Figure 1. Signal metal coverage by tile (run 1).
The bar under the picture is 20 µm long. The die is cut into 20 by 20 equal tiles; white is low, dark blue is high, scaled to the fullest tile. Values are wire area over tile area, all layers added.
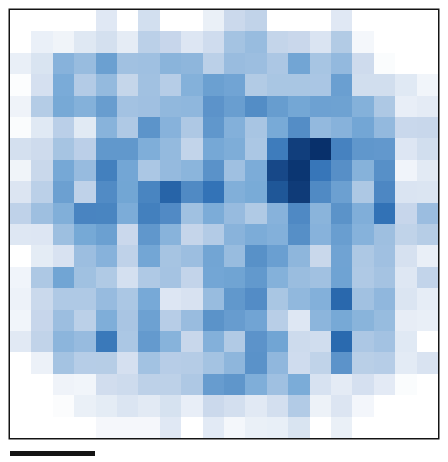
Figure 2. Signal wires on met3 (run 1).
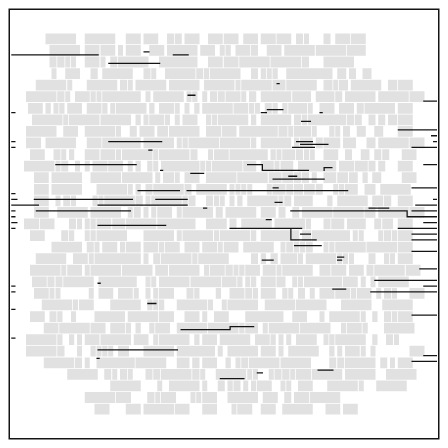
Figure 3. Routed clock nets over the placement (run 1).
The bar under the picture is 20 µm long.
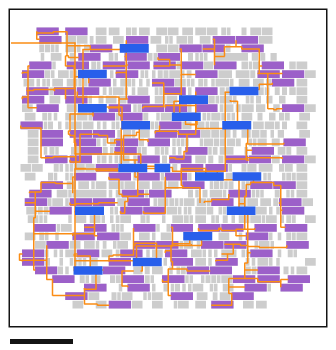
**src/rtl/spi_pkg.sv**
```systemverilog
// spi_pkg: widths and receiver state encoding shared by the SPI frame master and receiver.
package spi_pkg;
    localparam int FRAME_W = 60;
    localparam int HDR_W   = 12;
    localparam int DATA_W  = FRAME_W - HDR_W;
    localparam int CNT_W   = 8;
    typedef enum logic [1:0] {WAIT_HIGH, IDLE, SHIFT, TAIL} rx_state_t;
endpackage

```
**src/rtl/spi_shift_in.sv**
```systemverilog
// spi_shift_in: MSB-first shift register with bit counter; clear+shift_en together start a new frame.
module spi_shift_in #(
    parameter int W = 60
) (
    input  logic         i_clk,
    input  logic         i_rst,
    input  logic         i_shift_en,
    input  logic         i_sdi,
    input  logic         i_clear,
    output logic [W-1:0] o_word,
    output logic         o_last_bit
);
    localparam int CW = $clog2(W);
    logic [W-1:0]  r_word;
    logic [CW-1:0] r_cnt;
    always_ff @(posedge i_clk) begin
        if (i_rst) begin
            r_word <= '0;
            r_cnt  <= '0;
        end else if (i_clear) begin
            r_word <= i_shift_en ? W'(i_sdi) : '0;
            r_cnt  <= i_shift_en ? CW'(1) : '0;
        end else if (i_shift_en) begin
            r_word <= {r_word[W-2:0], i_sdi};
            r_cnt  <= r_cnt + 1'b1;
        end
    end
    assign o_word     = r_word;
    assign o_last_bit = (r_cnt == CW'(W - 1));
endmodule

```
**src/rtl/spi_frame_receiver.sv**
```systemverilog
// spi_frame_receiver: SPI slave that reassembles fixed-length frames into a one-entry valid/ready
// output register, flagging short/long frames and overflow, and counting committed frames.
module spi_frame_receiver #(
    parameter int FRAME_W = spi_pkg::FRAME_W,
    parameter int HDR_W   = spi_pkg::HDR_W,
    parameter int CNT_W   = spi_pkg::CNT_W
) (
    input  logic                     SPI_CLK,
    input  logic                     reset,
    input  logic                     SPI_CSB,
    input  logic                     SPI_SDI,
    input  logic                     frame_ready,
    input  logic                     err_clr,
    output logic                     frame_valid,
    output logic [HDR_W-1:0]         frame_hdr,
    output logic [FRAME_W-HDR_W-1:0] frame_data,
    output logic [CNT_W-1:0]         frame_count,
    output logic                     err_short,
    output logic                     err_long,
    output logic                     overflow
);
    import spi_pkg::*;
    rx_state_t r_state, w_next;
    logic w_shift_en, w_clear, w_commit, w_set_short, w_set_long, w_last_bit, w_room;
    logic [FRAME_W-1:0] w_word, w_frame;
    logic r_valid, r_short, r_long, r_ovf;
    logic [HDR_W-1:0] r_hdr;
    logic [FRAME_W-HDR_W-1:0] r_data;
    logic [CNT_W-1:0] r_count;

    spi_shift_in #(.W(FRAME_W)) u_shift (
        .i_clk      (SPI_CLK),
        .i_rst      (reset),
        .i_shift_en (w_shift_en),
        .i_sdi      (SPI_SDI),
        .i_clear    (w_clear),
        .o_word     (w_word),
        .o_last_bit (w_last_bit)
    );

    // the final bit is merged combinationally so the frame commits on the edge that samples it
    assign w_frame = {w_word[FRAME_W-2:0], SPI_SDI};
    assign w_room  = !r_valid || frame_ready;

    always_comb begin
        w_next      = r_state;
        w_shift_en  = 1'b0;
        w_clear     = 1'b0;
        w_commit    = 1'b0;
        w_set_short = 1'b0;
        w_set_long  = 1'b0;
        unique case (r_state)
            WAIT_HIGH: begin
                w_clear = 1'b1;
                w_next  = SPI_CSB ? IDLE : WAIT_HIGH;
            end
            IDLE: begin
                w_clear    = !SPI_CSB;
                w_shift_en = !SPI_CSB;
                w_next     = SPI_CSB ? IDLE : SHIFT;
            end
            SHIFT: begin
                w_set_short = SPI_CSB;
                w_clear     = SPI_CSB;
                w_commit    = !SPI_CSB && w_last_bit;
                w_shift_en  = !SPI_CSB && !w_last_bit;
                w_next      = SPI_CSB ? IDLE : (w_last_bit ? TAIL : SHIFT);
            end
            TAIL: begin
                w_set_long = !SPI_CSB;
                w_next     = SPI_CSB ? IDLE : WAIT_HIGH;
            end
            default: w_next = WAIT_HIGH;
        endcase
    end

    always_ff @(posedge SPI_CLK) begin
        if (reset) r_state <= WAIT_HIGH;
        else r_state <= w_next;
    end

    always_ff @(posedge SPI_CLK) begin
        if (reset) begin
            r_valid <= 1'b0;
            r_hdr   <= '0;
            r_data  <= '0;
            r_count <= '0;
            r_short <= 1'b0;
            r_long  <= 1'b0;
            r_ovf   <= 1'b0;
        end else begin
            if (w_commit && w_room) begin
                r_valid <= 1'b1;
                r_hdr   <= w_frame[FRAME_W-1 -: HDR_W];
                r_data  <= w_frame[FRAME_W-HDR_W-1:0];
                r_count <= r_count + 1'b1;
            end else if (r_valid && frame_ready) begin
                r_valid <= 1'b0;
            end
            r_short <= w_set_short || (r_short && !err_clr);
            r_long  <= w_set_long || (r_long && !err_clr);
            r_ovf   <= (w_commit && !w_room) || (r_ovf && !err_clr);
        end
    end

    assign frame_valid = r_valid;
    assign frame_hdr   = r_hdr;
    assign frame_data  = r_data;
    assign frame_count = r_count;
    assign err_short   = r_short;
    assign err_long    = r_long;
    assign overflow    = r_ovf;
endmodule
```
**config.mk**
```make
export PLATFORM = sky130hd
export DESIGN_NAME = spi_frame_receiver
export DESIGN_NICKNAME = d
export VERILOG_FILES = /design/src/rtl/spi_pkg.sv /design/src/rtl/spi_shift_in.sv /design/src/rtl/spi_frame_receiver.sv
export SDC_FILE = /design/constraint.sdc
export NUM_CORES = 1
export LEC_CHECK = 0
export CORE_MARGIN = 3
export CORE_UTILIZATION = 57
export DETAILED_ROUTE_END_ITERATION = 16
export GPL_TIMING_DRIVEN = 0
export PLACE_DENSITY = 0.84
export SLEW_MARGIN = 0
export SYNTH_ARGS = -nofsm -noshare
export SYNTH_HDL_FRONTEND = slang
export SYNTH_SLANG_ARGS = --single-unit
```
**constraint.sdc**
```tcl
create_clock -name SPI_CLK -period 4.4 [get_ports SPI_CLK]
set_clock_uncertainty 0.1 [all_clocks]
set_input_delay 0.44 -clock SPI_CLK [delete_from_list [all_inputs] [get_ports SPI_CLK]]
set_output_delay 0.44 -clock SPI_CLK [all_outputs]
set_load 0.01 [all_outputs]
```
==> impl_metrics.csv, run 1 <==
group,metric,value,unit
setup_path,worst-path-buf-inv,2,
synth,yosys_cells,573,
timing,hold_slack,0.292,ns
final_layout,area_share_nonclk_buffers,13.7,%
setup_path,r2r_cells,7,
final_layout,final_area,6590,µm²
final_layout,largestClassByArea,"flip-flops and latches",
place,dp_slack,1.53,ns
setup_path,cp_cell_sequence,"inv_1, ha_1, nor2_1, o21ai_0, nor2_1, buf_2, mux2_2",
setup_path,critPathLaunchType,"flip-flop",
setup_path,r2r_setup_slack,1.81,ns
setup_path,critical_path_required,4.70,ns
die,tap_cells,105,
synth,topCellsByArea,"dfxtp_1 (55%), nand2_1 (14%), mux2i_1 (12%), a21oi_1 (7.2%), clkbuf_1 (1.9%)",
final_layout,final_layout_size_suffix_gt1_share,6.17,%
synth,yosys_warnings,0,
timing,min_period,2.59,ns
synth,synth-seq-cells,139,
global_routing,grt_first_pass_wirelength,19200,µm
power_and_ir_drop,p_clk_share,51.5,%
setup_path,crit_path_top_delay_cell,"dfxtp_1",
job,tool_warnings,29,
power_and_ir_drop,p_int,2.11,mW
global_routing,track_usage,23.6,%
routing,ant_nets,0,
routing,met3_length,534,µm
clock_tree,cts_setup_buffers,0,
timing,finalSetupViolCount,0,
clock_tree,clkLatencyLatePin,0.52,ns
power_and_ir_drop,p_clk,1.40,mW
final_layout,comb_area_share,32.7,%
clock_tree,cts_buffers,17,
power_and_ir_drop,power_leakage,2.14,nW
routing,first_pass_iters,4,
final_layout,n_all_buffers,111,
power_and_ir_drop,switching_share,22.3,%
timing,hold_violations,0,
synth,synth_cell_types,31,
synth,top_cells_by_count,"nand2_1 (186), dfxtp_1 (139), a21oi_1 (73), mux2i_1 (59), clkbuf_1 (26)",
setup_path,critPathMaxStageDelay,0.42,ns
routing,top_layer,"met4",
final_layout,clk_share,8.97,%
synth,flop_cell,"dfxtp_1",
synth,ys_sh_simple,19.7,%
setup_path,cp-end-kind,"flip-flop",
setup_path,crit_path_start,"r_state[0]",
power_and_ir_drop,pg_seq,1.26,mW
synth,muxShareOfSynthArea,11.8,%
routing,dr_wl_met2,5740,µm
final_layout,area_growth,29.1,%
final_layout,lay_top_cells,"nand2_1 (186), dfxtp_1 (139), clkdlybuf4s50_1 (76)",
global_routing,grt-ovfl-total,0,
final_layout,largest_reg_flops,59,
hold_path,hp-start,"reset",
timing,timing_worst_slew_pin_value,0.688,ns
power_and_ir_drop,power_density,413,nW/µm²
die,io_pins,78,
run_status,status,"finished, final reports clean",
routing,wl_met1,4920,µm
timing,totalNegativeSetupSlack,0,ns
synth,ys_sh_xor,0.858,%
synth,synth_area,5100,µm²
setup_path,critical_path.max_fanout,10,
setup_path,r2r_start,"r_state[0]",
routing,vias,4252,
timing,slew_headroom,53.9,%
routing,drtIter0Drc,230,
final_layout,final_util,77.8,%
setup_path,endpoint,"u_shift.r_cnt[0]",
setup_path,cp.arrival,2.90,ns
hold_path,min_delay_path_depth,3,
Notes on Figure 1 above:
mean over tiles	0.18
tiles over half the peak	22%
densest ninth of the die	middle
nearly empty tiles	11%
fullest tile	0.56

Notes on Figure 2 above:
longest straight run	37.7 µm
main direction	horizontal
wire length on this layer	535 µm

Notes on Figure 3 above:
[orange] clock wires | length: 1,500 µm
[purple] flip-flops | count: 139
[blue] cells driving clock nets | count: 17
routed clock nets	18
flops lie	all over the die

Figure 4. Clock wiring as the flow saved it (run 1).
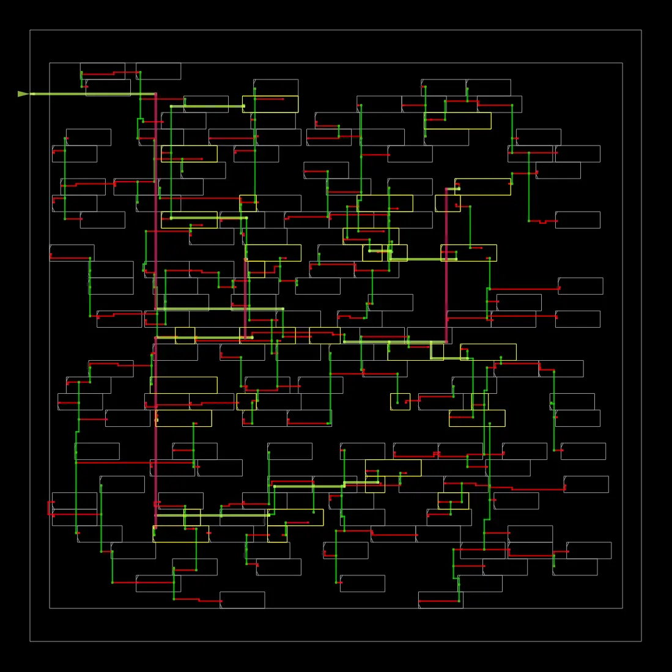

## Run 2: what changed since run 1
- CORE_UTILIZATION: 57 -> 48
- PLACE_DENSITY: 0.84 -> 0.75
- clock period: 4.4 -> 2.1 ns (I/O delays scaled with it)
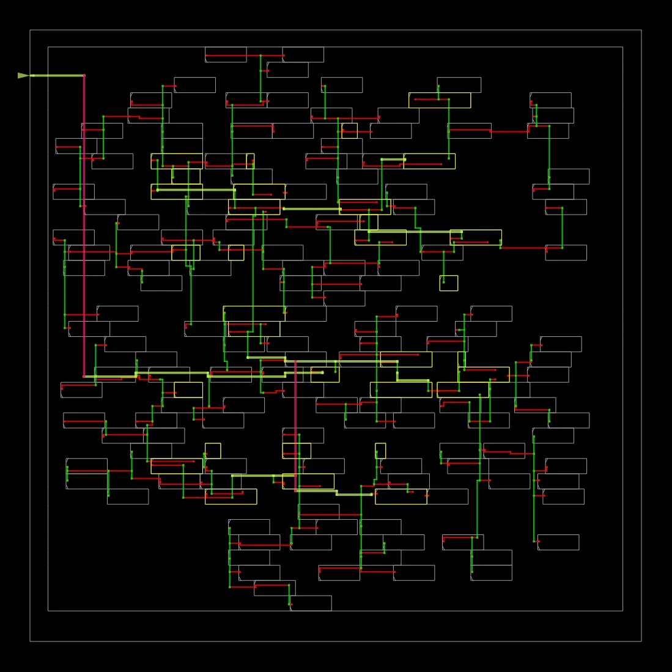
Figure 5: run 2, clock wiring as the flow saved it.
# clk buffers: 23
Skew-Pair Late Insertion Delay: 0.50 ns
clock-net power: 3.01 mW
CTS Buf Count: 17
CTS sink count: 139

==> run 2 against run 1 <==
Power rose by 110%. Highest routed layer unchanged. Sequential share of layout area down 0.90 points. First-iteration DRC count decreased by 21%. Largest power group unchanged. Critical path type unchanged.
==> impl_metrics.csv, run 2 <==
group,metric,value,unit
final_layout,comb_area_share,32.5,%
die,io_pins,78,
timing,hold_violations,0,
place,gp_congestion,0.878,
routing,first_pass_iters,5,
setup_path,critPathMaxStageDelay,0.55,ns
die,tap_cells,136,
final_layout,comb_area,2190,µm²
final_layout,largest_reg_flops,59,
setup_path,r2r_end,"frame_count[7]",
setup_path,worst-path-buf-inv,1,
setup_path,critPathLaunchType,"flip-flop",
setup_path,crit_path_start,"u_shift.r_cnt[0]",
global_routing,grt_antenna_before_repair,0,
setup_path,cp-end-kind,"flip-flop",
final_layout,n_all_buffers,113,
final_layout,final_common_cell,"nand2_1",
power_and_ir_drop,p_int,4.63,mW
routing,drtIter0Drc,182,
routing,drc,0,
setup_path,r2r_start,"u_shift.r_cnt[0]",
power_and_ir_drop,power_density,859,nW/µm²
routing,dr_wl_met2,5690,µm
synth,muxShareOfSynthArea,11.8,%
place,placed_cell_area,6030,µm²
setup_path,cp_top_family,"simple AND/OR/NAND/NOR gates",
final_layout,area_share_nonclk_buffers,14.1,%
synth,flop_cell,"dfxtp_1",
power_and_ir_drop,vdd_drop_max,0.603,mV
timing,min_period,2.02,ns
synth,yosys_warnings,0,
timing,slew_headroom,60.0,%
synth,synth-seq-area-share,54.5,%
final_layout,final_util,65.3,%
timing,timing_worst_slew_pin_value,0.601,ns
setup_path,cp.arrival,2.35,ns
synth,edf_count,0,
setup_path,r2r_setup_slack,0.08,ns
synth,ys_sh_adder,1.47,%
clock_tree,cts_tree,"yes",
hold_path,hp-start,"reset",
setup_path,r2r_cells,5,
global_routing,first_global_vias,4128,
synth,synth_cell_types,31,
synth,synth-seq-cells,139,
job,tool_warnings,29,
power_and_ir_drop,power_leakage,2.20,nW
global_routing,grt_first_pass_wirelength,19100,µm
routing,vias,4214,
final_layout,final_layout_size_suffix_gt1_share,8.78,%
run_status,status,"finished, final reports clean",
synth,top_cells_by_count,"nand2_1 (186), dfxtp_1 (139), a21oi_1 (73), mux2i_1 (59), clkbuf_1 (26)",
final_layout,final_area,6740,µm²
clock_tree,htreeDepth,4,
global_routing,gr-usage-met2,34.5,%
synth,ys_sh_xor,0.858,%
final_layout,clk_share,9.08,%
timing,hold_slack,0.0940,ns
die,coreArea,10300,µm²
power_and_ir_drop,switching_share,20.1,%
hold_path,hold_end,"u_shift.r_cnt[0]",
routing,wl_met1,5030,µm
synth,synthTopLogicFamily,"simple AND/OR/NAND/NOR gates",
routing,wl,11500,µm
final_layout,fillers,826,
final_layout,sh_seq_area,41.3,%
routing,ant_nets,0,
synth,syn_avg_cell_area,8.91,µm²
power_and_ir_drop,p_clk_share,52.1,%
clock_tree,cts_setup_buffers,2,
synth,ys_sh_simple,19.7,%
final_layout,area_growth,32.0,%
setup_path,endpoint,"frame_count[7]",
synth,synth_area,5100,µm²
power_and_ir_drop,pg_seq,2.64,mW
global_routing,track_usage,20.3,%
timing,finalSetupViolCount,0,
synth,topCellsByArea,"dfxtp_1 (55%), nand2_1 (14%), mux2i_1 (12%), a21oi_1 (7.2%), clkbuf_1 (1.9%)",
setup_path,critical_path.max_fanout,7,
setup_path,cp_cell_sequence,"ha_1, inv_2, or4_4, or4_1, a21oi_1",
hold_path,min_delay_path_depth,3,
die,dieHeight,109,µm
job,drv_cap,0,
clock_tree,clk_pin_slew,0.06,ns
synth,yosys_cells,573,
routing,met3_length,648,µm
global_routing,grt_max_degree,17,
global_routing,grt-ovfl-total,0,
timing,totalNegativeSetupSlack,0,ns
final_layout,largestClassByArea,"flip-flops and latches",
setup_path,critical_path_required,2.43,ns
place,dp_slack,-0.574,ns
global_routing,use_met1,24.9,%
final_layout,antenna-diode-count,0,
routing,top_layer,"met4",
final_layout,lay_top_cells,"nand2_1 (186), dfxtp_1 (137), clkdlybuf4s50_1 (76)",
setup_path,crit_path_top_delay_cell,"or4_4",
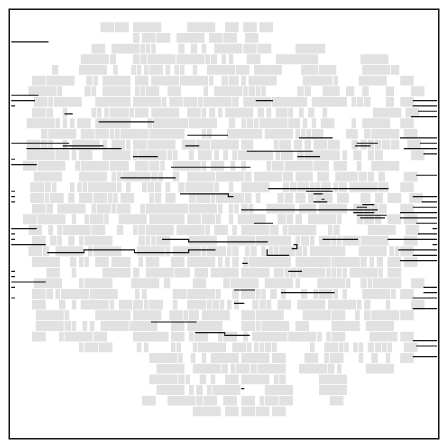
Figure 6: run 2, signal wires on met3.
main direction	horizontal
wire length on this layer	648 µm
longest straight run	34.5 µm
share of all routed wire	5.6%
nets with wire on the layer	75

Figure 7. Signal metal coverage by tile (run 2).
The bar under the picture is 20 µm long. The die is cut into 22 by 22 equal tiles; white is low, dark blue is high, scaled to the fullest tile. Values are wire area over tile area, all layers added.
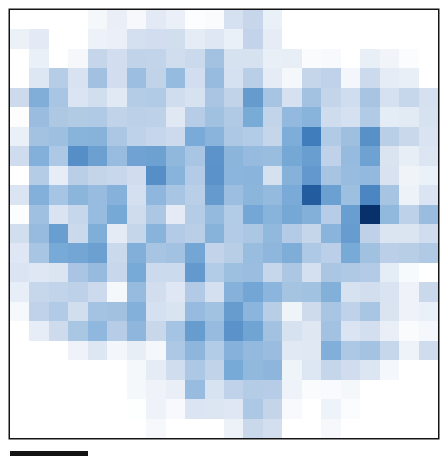

## Run 3: what changed since run 2
- CORE_MARGIN: 3 -> not set
- CTS_BUF_LIST: not set -> sky130_fd_sc_hd__clkbuf_8 sky130_fd_sc_hd__clkbuf_16
- HOLD_SLACK_MARGIN: not set -> 0.15
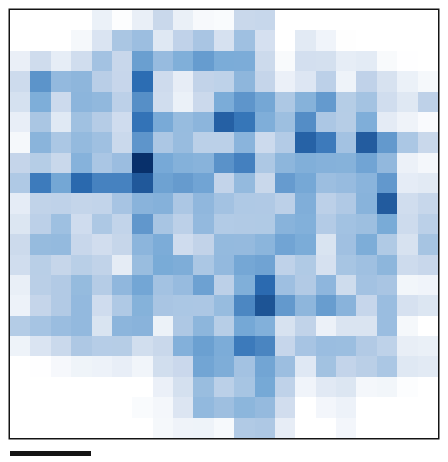
Figure 8: run 3, signal metal coverage by tile.
The bar under the picture is 20 µm long. The die is cut into 21 by 21 equal tiles; white is low, dark blue is high, scaled to the fullest tile. Values are wire area over tile area, all layers added.
nearly empty tiles	14%
tiles over half the peak	12%
densest ninth of the die	middle
mean over tiles	0.16

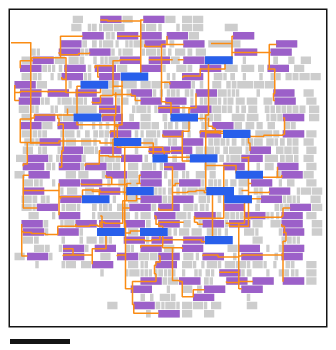
Figure 9: run 3, routed clock nets over the placement.
The bar under the picture is 20 µm long.
[purple] flip-flops | count: 139
[blue] cells driving clock nets | count: 17
[orange] clock wires | length: 1,560 µm
routed clock nets	18
flops lie	all over the die

==> run 3 against run 2 <==
Flip-flop count stayed put. Critical path depth is 1 higher. First-iteration DRC count is 3.3% lower. Non-clock buffer count stayed put. Hold slack better by 0.15 ns. Cell count stayed put. Synthesized cell count stayed put. Sequential power hardly changed. Routed wire length is 0.44% higher. Largest cell class unchanged.
==> impl_metrics.csv, run 3 <==
group,metric,value,unit
setup_path,cp_top_family,"simple AND/OR/NAND/NOR gates",
routing,vias,4226,
final_layout,area_share_nonclk_buffers,14.3,%
synth,synth_cell_types,31,
final_layout,comb_area,2180,µm²
clock_tree,cts_setup_buffers,4,
global_routing,grt_first_pass_wirelength,19300,µm
final_layout,final_area,6720,µm²
final_layout,lay_top_cells,"nand2_1 (186), dfxtp_1 (138), clkdlybuf4s50_1 (76)",
synth,synth_area,5100,µm²
global_routing,use_met1,26.7,%
die,dieHeight,105,µm
timing,slew_headroom,57.9,%
synth,synth-seq-cells,139,
global_routing,track_usage,22.0,%
routing,first_pass_iters,4,
clock_tree,clkLatencyLatePin,0.51,ns
final_layout,area_growth,31.6,%
place,dp_slack,-0.610,ns
power_and_ir_drop,power_density,856,nW/µm²
hold_path,hp-start,"SPI_SDI",
final_layout,clk_share,8.92,%
setup_path,cp_cell_sequence,"inv_1, ha_2, nand4b_1, or4_4, or4_1, a21oi_1",
setup_path,r2r_end,"frame_count[7]",
power_and_ir_drop,p_clk_share,51.8,%
die,tap_cells,136,
setup_path,r2r_cells,6,
clock_tree,cts_buffers,17,
hold_path,min_delay_path_depth,3,
global_routing,gr-usage-met2,37.3,%
synth,yosys_warnings,0,
timing,finalSetupViolCount,0,
synth,top_cells_by_count,"nand2_1 (186), dfxtp_1 (139), a21oi_1 (73), mux2i_1 (59), clkbuf_1 (26)",
clock_tree,clk_pin_slew,0.06,ns
power_and_ir_drop,power.group.top,"the clock network",
final_layout,final_common_cell,"nand2_1",
global_routing,grt_antenna_before_repair,0,
synth,topCellsByArea,"dfxtp_1 (55%), nand2_1 (14%), mux2i_1 (12%), a21oi_1 (7.2%), clkbuf_1 (1.9%)",
synth,ys_sh_adder,1.47,%
die,io_pins,78,
final_layout,fillers,811,
final_layout,final_layout_size_suffix_gt1_share,9.08,%
place,placed_cell_area,6030,µm²
setup_path,critical_path_required,2.44,ns
timing,totalNegativeSetupSlack,0,ns
final_layout,largest_reg_flops,59,
timing,hold_violations,0,
routing,wl_met1,5300,µm
synth,ys_sh_xor,0.858,%
synth,edf_count,0,
routing,wl,11500,µm
setup_path,critical_path.max_fanout,8,
setup_path,worst-path-buf-inv,1,
power_and_ir_drop,switching_share,21.3,%
global_routing,grt_max_degree,20,
routing,drc,0,
job,tool_warnings,30,
die,coreArea,10300,µm²
setup_path,r2r_setup_slack,0.05,ns
power_and_ir_drop,p_clk,2.98,mW
routing,drtIter0Drc,176,
synth,yosys_cells,573,
synth,flop_cell,"dfxtp_1",
timing,min_period,2.05,ns
timing,timing_worst_slew_pin_value,0.631,ns
clock_tree,cts_tree,"yes",
global_routing,first_global_vias,4220,
global_routing,grt-ovfl-total,0,
routing,dr_wl_met2,5560,µm
power_and_ir_drop,p_int,4.53,mW
synth,ys_sh_simple,19.7,%
setup_path,crit_path_start,"r_state[0]",
hold_path,hold_end,"frame_data[0]",
power_and_ir_drop,vdd_drop_max,0.534,mV
synth,syn_avg_cell_area,8.91,µm²
clock_tree,htreeDepth,4,
routing,ant_nets,0,
place,gp_congestion,0.863,
setup_path,crit_path_top_delay_cell,"or4_1",
final_layout,comb_area_share,32.4,%
setup_path,cp-end-kind,"flip-flop",
die,fp_util,49.4,%
power_and_ir_drop,pg_seq,2.64,mW
setup_path,critPathMaxStageDelay,0.48,ns
final_layout,antenna-diode-count,0,
final_layout,largestClassByArea,"flip-flops and latches",
final_layout,final_util,65.1,%
final_layout,sh_seq_area,41.4,%
setup_path,endpoint,"frame_count[7]",
synth,muxShareOfSynthArea,11.8,%
power_and_ir_drop,power_leakage,2.21,nW
setup_path,critPathLaunchType,"flip-flop",
setup_path,cp.arrival,2.39,ns
run_status,status,"finished, final reports clean",
final_layout,n_all_buffers,113,
Power figures rest on the tool's default switching activity, not on a simulated workload.
